**src/rtl/mem_arbiter_if.sv**
```systemverilog
// Bus bundle between the fetch/data requesters, the arbiter and the
// single-port 1024x10 memory. The arbiter takes the slave view; the
// requester/memory side takes the master view.
interface mem_arbiter_if;
  // instruction-fetch port
  logic       f_req;
  logic [9:0] f_addr;
  logic       f_gnt;
  logic [9:0] f_rdata;
  logic       f_valid;
  // data load/store port
  logic       d_req;
  logic       d_we;
  logic [9:0] d_addr;
  logic [9:0] d_wdata;
  logic       d_gnt;
  logic [9:0] d_rdata;
  logic       d_valid;
  // fetch stall
  logic       halt;
  // memory side
  logic [9:0] mem_addr;
  logic [9:0] mem_wdata;
  logic       mem_we;
  logic [9:0] mem_rdata;

  modport slave (
    input  f_req, f_addr, d_req, d_we, d_addr, d_wdata, halt, mem_rdata,
    output f_gnt, f_rdata, f_valid, d_gnt, d_rdata, d_valid,
           mem_addr, mem_wdata, mem_we
  );

  modport master (
    output f_req, f_addr, d_req, d_we, d_addr, d_wdata, halt, mem_rdata,
    input  f_gnt, f_rdata, f_valid, d_gnt, d_rdata, d_valid,
           mem_addr, mem_wdata, mem_we
  );
endinterface

```
**src/rtl/mem_arbiter.sv**
```systemverilog
// Two-requester arbiter for a single-port memory. Data accesses win by
// default; a waiting fetch is forced through after STARVE_LIMIT consecutive
// data grants. Grant in cycle N, memory access in N+1, valid pulse in N+2.
module mem_arbiter #(
  parameter int STARVE_LIMIT = 3
) (
  input  logic clk,
  input  logic reset_n,
  mem_arbiter_if.slave bus
);

  // The state names the owner of the memory cycle currently on the bus.
  localparam logic [1:0] IDLE  = 2'd0;
  localparam logic [1:0] FETCH = 2'd1;
  localparam logic [1:0] DATA  = 2'd2;

  localparam int CW = (STARVE_LIMIT < 1) ? 1 : $clog2(STARVE_LIMIT + 1);
  localparam logic [CW-1:0] LIMIT_C = CW'(STARVE_LIMIT);

  logic [1:0]    state_reg;
  logic [CW-1:0] starve_cnt_reg;
  logic [CW-1:0] starve_cnt_next;
  logic [9:0]    mem_addr_reg;
  logic [9:0]    mem_wdata_reg;
  logic          mem_we_reg;
  logic [9:0]    f_rdata_reg;
  logic [9:0]    d_rdata_reg;
  logic          f_valid_reg;
  logic          d_valid_reg;

  logic fetch_ok;
  logic fetch_starved;
  logic f_gnt_c;
  logic d_gnt_c;

  // Grant decision: data first unless a starved, unhalted fetch is waiting.
  // Grants are held off while reset is asserted so every output reads 0.
  always_comb begin
    fetch_ok      = bus.f_req && !bus.halt && reset_n;
    fetch_starved = fetch_ok && (starve_cnt_reg == LIMIT_C);
    d_gnt_c       = bus.d_req && reset_n && !fetch_starved;
    f_gnt_c       = fetch_ok && !d_gnt_c;
  end

  // Starve count: counts data grants that passed over a waiting fetch.
  always_comb begin
    starve_cnt_next = starve_cnt_reg;
    if (!bus.f_req || f_gnt_c) begin
      starve_cnt_next = '0;
    end else if (d_gnt_c && (starve_cnt_reg != LIMIT_C)) begin
      starve_cnt_next = starve_cnt_reg + CW'(1);
    end
  end

  // Latch the granted request onto the memory bus for the next cycle.
  always_ff @(posedge clk or negedge reset_n) begin
    if (!reset_n) begin
      state_reg      <= IDLE;
      starve_cnt_reg <= '0;
      mem_addr_reg   <= '0;
      mem_wdata_reg  <= '0;
      mem_we_reg     <= 1'b0;
    end else begin
      starve_cnt_reg <= starve_cnt_next;
      mem_we_reg     <= d_gnt_c && bus.d_we;
      if (d_gnt_c) begin
        state_reg     <= DATA;
        mem_addr_reg  <= bus.d_addr;
        mem_wdata_reg <= bus.d_wdata;
      end else if (f_gnt_c) begin
        state_reg    <= FETCH;
        mem_addr_reg <= bus.f_addr;
      end else begin
        // no owner: address and write data hold, write enable drops
        state_reg <= IDLE;
      end
    end
  end

  // Capture read data at the end of the access cycle and pulse the owner's valid.
  always_ff @(posedge clk or negedge reset_n) begin
    if (!reset_n) begin
      f_rdata_reg <= '0;
      d_rdata_reg <= '0;
      f_valid_reg <= 1'b0;
      d_valid_reg <= 1'b0;
    end else begin
      f_valid_reg <= (state_reg == FETCH);
      d_valid_reg <= (state_reg == DATA);
      if (state_reg == FETCH) begin
        f_rdata_reg <= bus.mem_rdata;
      end
      // stores complete with a valid pulse but leave load data untouched
      if ((state_reg == DATA) && !mem_we_reg) begin
        d_rdata_reg <= bus.mem_rdata;
      end
    end
  end

  assign bus.f_gnt     = f_gnt_c;
  assign bus.d_gnt     = d_gnt_c;
  assign bus.f_rdata   = f_rdata_reg;
  assign bus.f_valid   = f_valid_reg;
  assign bus.d_rdata   = d_rdata_reg;
  assign bus.d_valid   = d_valid_reg;
  assign bus.mem_addr  = mem_addr_reg;
  assign bus.mem_wdata = mem_wdata_reg;
  assign bus.mem_we    = mem_we_reg;

endmodule

```
**src/flat_wrapper.sv**
```systemverilog
// flat-port wrapper written by rule: the top's interface ports become plain ports
module mem_arbiter_flat 
#(
  parameter int STARVE_LIMIT = 3
)
  (clk, reset_n, bus_f_req, bus_f_addr, bus_d_req, bus_d_we, bus_d_addr, bus_d_wdata, bus_halt, bus_mem_rdata, bus_f_gnt, bus_f_rdata, bus_f_valid, bus_d_gnt, bus_d_rdata, bus_d_valid, bus_mem_addr, bus_mem_wdata, bus_mem_we);
  mem_arbiter_if bus_i ();
  input  logic clk;
  input  logic reset_n;
  input wire logic [$bits(bus_i.f_req)-1:0] bus_f_req;
  input wire logic [$bits(bus_i.f_addr)-1:0] bus_f_addr;
  input wire logic [$bits(bus_i.d_req)-1:0] bus_d_req;
  input wire logic [$bits(bus_i.d_we)-1:0] bus_d_we;
  input wire logic [$bits(bus_i.d_addr)-1:0] bus_d_addr;
  input wire logic [$bits(bus_i.d_wdata)-1:0] bus_d_wdata;
  input wire logic [$bits(bus_i.halt)-1:0] bus_halt;
  input wire logic [$bits(bus_i.mem_rdata)-1:0] bus_mem_rdata;
  output wire logic [$bits(bus_i.f_gnt)-1:0] bus_f_gnt;
  output wire logic [$bits(bus_i.f_rdata)-1:0] bus_f_rdata;
  output wire logic [$bits(bus_i.f_valid)-1:0] bus_f_valid;
  output wire logic [$bits(bus_i.d_gnt)-1:0] bus_d_gnt;
  output wire logic [$bits(bus_i.d_rdata)-1:0] bus_d_rdata;
  output wire logic [$bits(bus_i.d_valid)-1:0] bus_d_valid;
  output wire logic [$bits(bus_i.mem_addr)-1:0] bus_mem_addr;
  output wire logic [$bits(bus_i.mem_wdata)-1:0] bus_mem_wdata;
  output wire logic [$bits(bus_i.mem_we)-1:0] bus_mem_we;
  assign bus_i.f_req = bus_f_req;
  assign bus_i.f_addr = bus_f_addr;
  assign bus_i.d_req = bus_d_req;
  assign bus_i.d_we = bus_d_we;
  assign bus_i.d_addr = bus_d_addr;
  assign bus_i.d_wdata = bus_d_wdata;
  assign bus_i.halt = bus_halt;
  assign bus_i.mem_rdata = bus_mem_rdata;
  assign bus_f_gnt = bus_i.f_gnt;
  assign bus_f_rdata = bus_i.f_rdata;
  assign bus_f_valid = bus_i.f_valid;
  assign bus_d_gnt = bus_i.d_gnt;
  assign bus_d_rdata = bus_i.d_rdata;
  assign bus_d_valid = bus_i.d_valid;
  assign bus_mem_addr = bus_i.mem_addr;
  assign bus_mem_wdata = bus_i.mem_wdata;
  assign bus_mem_we = bus_i.mem_we;
  mem_arbiter #(.STARVE_LIMIT(STARVE_LIMIT)) u_core (.clk(clk), .reset_n(reset_n), .bus(bus_i));
endmodule
```
**config.mk**
```make
export PLATFORM = sky130hd
export DESIGN_NAME = mem_arbiter_flat
export DESIGN_NICKNAME = d
export VERILOG_FILES = /design/src/rtl/mem_arbiter_if.sv /design/src/rtl/mem_arbiter.sv /design/src/flat_wrapper.sv
export SDC_FILE = /design/constraint.sdc
export NUM_CORES = 1
export LEC_CHECK = 0
export CAP_MARGIN = 20
export CORE_UTILIZATION = 36
export CTS_CLUSTER_DIAMETER = 80
export DETAILED_ROUTE_END_ITERATION = 12
export PLACE_DENSITY = 0.75
export SETUP_SLACK_MARGIN = 0.02
export SLEW_MARGIN = 20
export SYNTH_ARGS = -nofsm -noshare
export SYNTH_HDL_FRONTEND = slang
export SYNTH_SLANG_ARGS = --single-unit
```
**constraint.sdc**
```tcl
create_clock -name clk -period 1.4 [get_ports clk]
set_clock_uncertainty 0.05 [all_clocks]
set_input_delay 0.28 -clock clk [delete_from_list [all_inputs] [get_ports clk]]
set_output_delay 0.28 -clock clk [all_outputs]
set_load 0.005 [all_outputs]
```
### PDN straps and rails

Scale bar: 20 um. Pins as bars on the die edge.
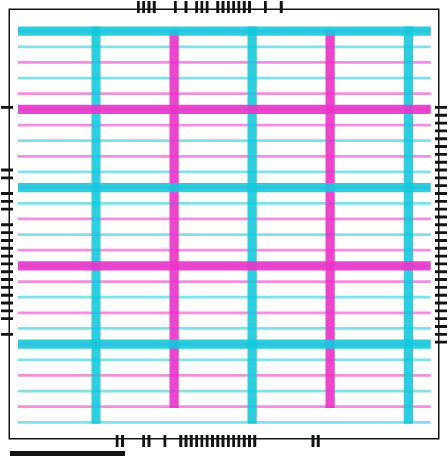
Key: cyan = VSS; magenta = VDD
91 signal pins sit on the boundary. 26 met1 rails follow the rows. 5 straps on met4. 5 straps on met5. The core has 25 rows.
die width: 74.4 um
Peak VDD IR: 0.423 mV
area of the core: 4880 um2
y dimension of the die: 74.4 um

### Routed metal, one color a layer

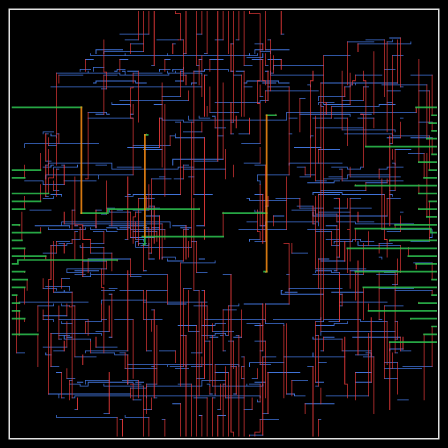
Key: blue = metal 1 [wire length 1840 um]; red = metal 2 [wire length 2220 um]; green = metal 3 [wire length 289 um]; orange = metal 4 [wire length 63.2 um]

### Congestion heat map

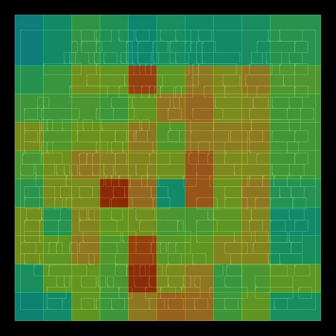
WL/cell: 12.9 um
GR peak layer: met2
global router's overall resource usage: 0.169
post-layout util: 0.662

### Cell classes on the final placement

Scale bar: 20 um.
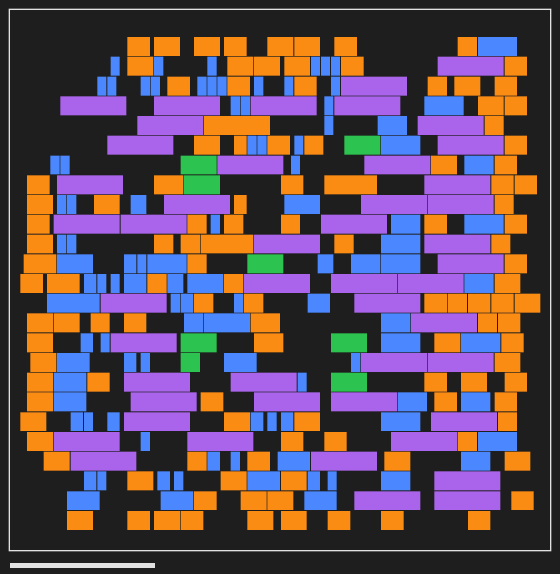
Key: green = clock drivers and dummy loads [cells 8, share of their area 3.3%]; purple = sequential cells [cells 47, share of their area 37%]; blue = combinational and other logic [cells 101, share of their area 24%]; orange = remaining buffers and delay cells [cells 119, share of their area 35%]

### Clock wires, drivers and flops

Scale bar: 20 um.
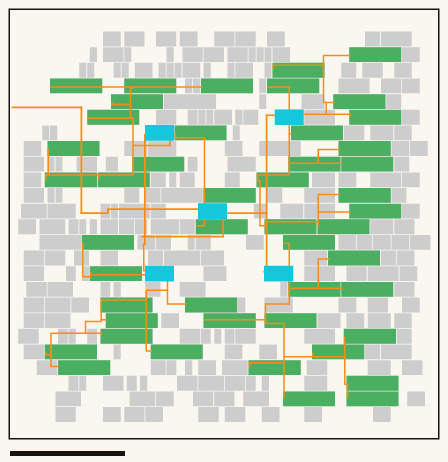
Key: cyan = clock drivers [count 5]; orange = clock wires [length 521 um]; green = flip-flops [count 47]
Position of the flops: widely spread. There are 6 routed clock nets.

==> run summary <==
Implementation status.

- The run finished, with violations left.
- The final reports fail on setup timing.
- In this run the static leakage power is 0.00158 uW.
- According to the timing report, the arrival time at the worst endpoint equals 1240 ps.
- The share of the yosys chip area belonging to registers is 0.623.
- The critical path startpoint is u_core.starve_cnt_reg[0].
- The total cell area reported by yosys after synthesis is 1890 um2.
- For the final routed database, the setup TNS stands at -691 ps.
- The worst register-to-register path ends at u_core.bus.mem_addr[8].
- The initial antenna violation count is 0.
- TritonCTS built the clock tree.
- The cell area power density is 1070 nW/um2.
- Synthesis instantiated 21 different standard cells from the library.
- The fraction of final cell area spent on non-clock buffers in this run is 0.344.
- The end-of-flow timing check tallies setup violations at 12.
- The area taken by multi-input combinational cells is reported as 743 um2.
- Setup repair after global routing could not meet its margin everywhere.
- Post-CTS repair changed the size of 58 cells.
- The number of buffers added on ports is 90.
- In the final layout, the share of cells above drive strength 1 is 0.280.
- The slowest cell on the critical path is dfrtp_1.
- The largest net degree at the start of global routing is 47.
- STA classifies the critical path startpoint as a register.
- Per the layout report, the design carries 7 clock buffers.
- By count the netlist is led by dfrtp_1, nand2_1.
- The final timing report gives a worst setup slack of -173 ps.
- After the last flow step, the layout net total stands at 321.
- The number of global-route vias before repair is 1603.
- The most numerous cell in the Yosys netlist is dfrtp_1.
- Per the timing report, the most critical flop-to-flop path originates at u_core.starve_cnt_reg[0].
- Buffers inserted to repair hold after CTS numbered 1.
- Synthesis produced a netlist with a net count of 203.
- The final layout report lists a non-clock inverter count of 3.
- The via density per instance is 4.55.
==> layout by cell type (no fill, tap or decap), types with 3 or more instances in the layout <==
cell type        netlist  layout
mux2_4                10      10
buf_6                  1       3
mux2_2                10      10
o22ai_2                0       9
clkbuf_8               0       7
o21ai_1               10      11
buf_4                  2      23
clkdlybuf4s50_1        0      41
dfrtp_1               47      47
nand2_1               43      43
dlygate4sd2_1          0      44
==> power breakdown <==
| group | internal [uW] | total, uW | switching, uW |
|---|---|---|---|
| clock network | 449 | 886 | 437 |
| logic | 592 | 906 | 314 |
| registers | 1560 | 1660 | 93.8 |
==> through the flow <==
step / instances / utilization / area, um2 / power, uW
floorplan: 156 / - / 1890 / 1980
global placement: 316 / 0.596 / 2910 / 2600
detailed placement: 316 / 0.596 / 2910 / 2620
CTS: 338 / 0.632 / 3080 / 3440
global route: 342 / 0.662 / 3230 / 3650
finish: 342 / 0.662 / 3230 / 3450
==> worst max-delay path, delay by kind of cell, from the launching register on <==
| kind | cells | cell delay, ps |
|---|---|---|
| AND/OR/NAND/NOR | 2 | 210 |
| adder cells (fa/ha/maj) | 1 | 200 |
| buffers and inverters | 2 | 150 |
| flip-flops | 1 | 390 |
==> routing by layer <==
| layer | global-route usage | wire length, um |
|---|---|---|
| met1 | 0.202 | 1840 |
| met2 | 0.294 | 2220 |
| met3 | 0.0393 | 289 |
| met4 | 0.0629 | 63 |
| met5 | 0 | 0 |
==> cell families (layout without fill, tap and decap cells) <==
logic type,Yosys count,in the layout,share of synthesized area
AOI/OAI and AO/OA,24,24,0.0716
buffers and inverters,11,130,0.0332
muxes,20,20,0.139
adders and majority gates,1,1,0.00663
DFF,47,47,0.623
and+or+nand+nor,52,52,0.121
xor gates and xnor gates,1,1,0.00464
Power figures rest on the tool's default switching activity, not on a simulated workload.
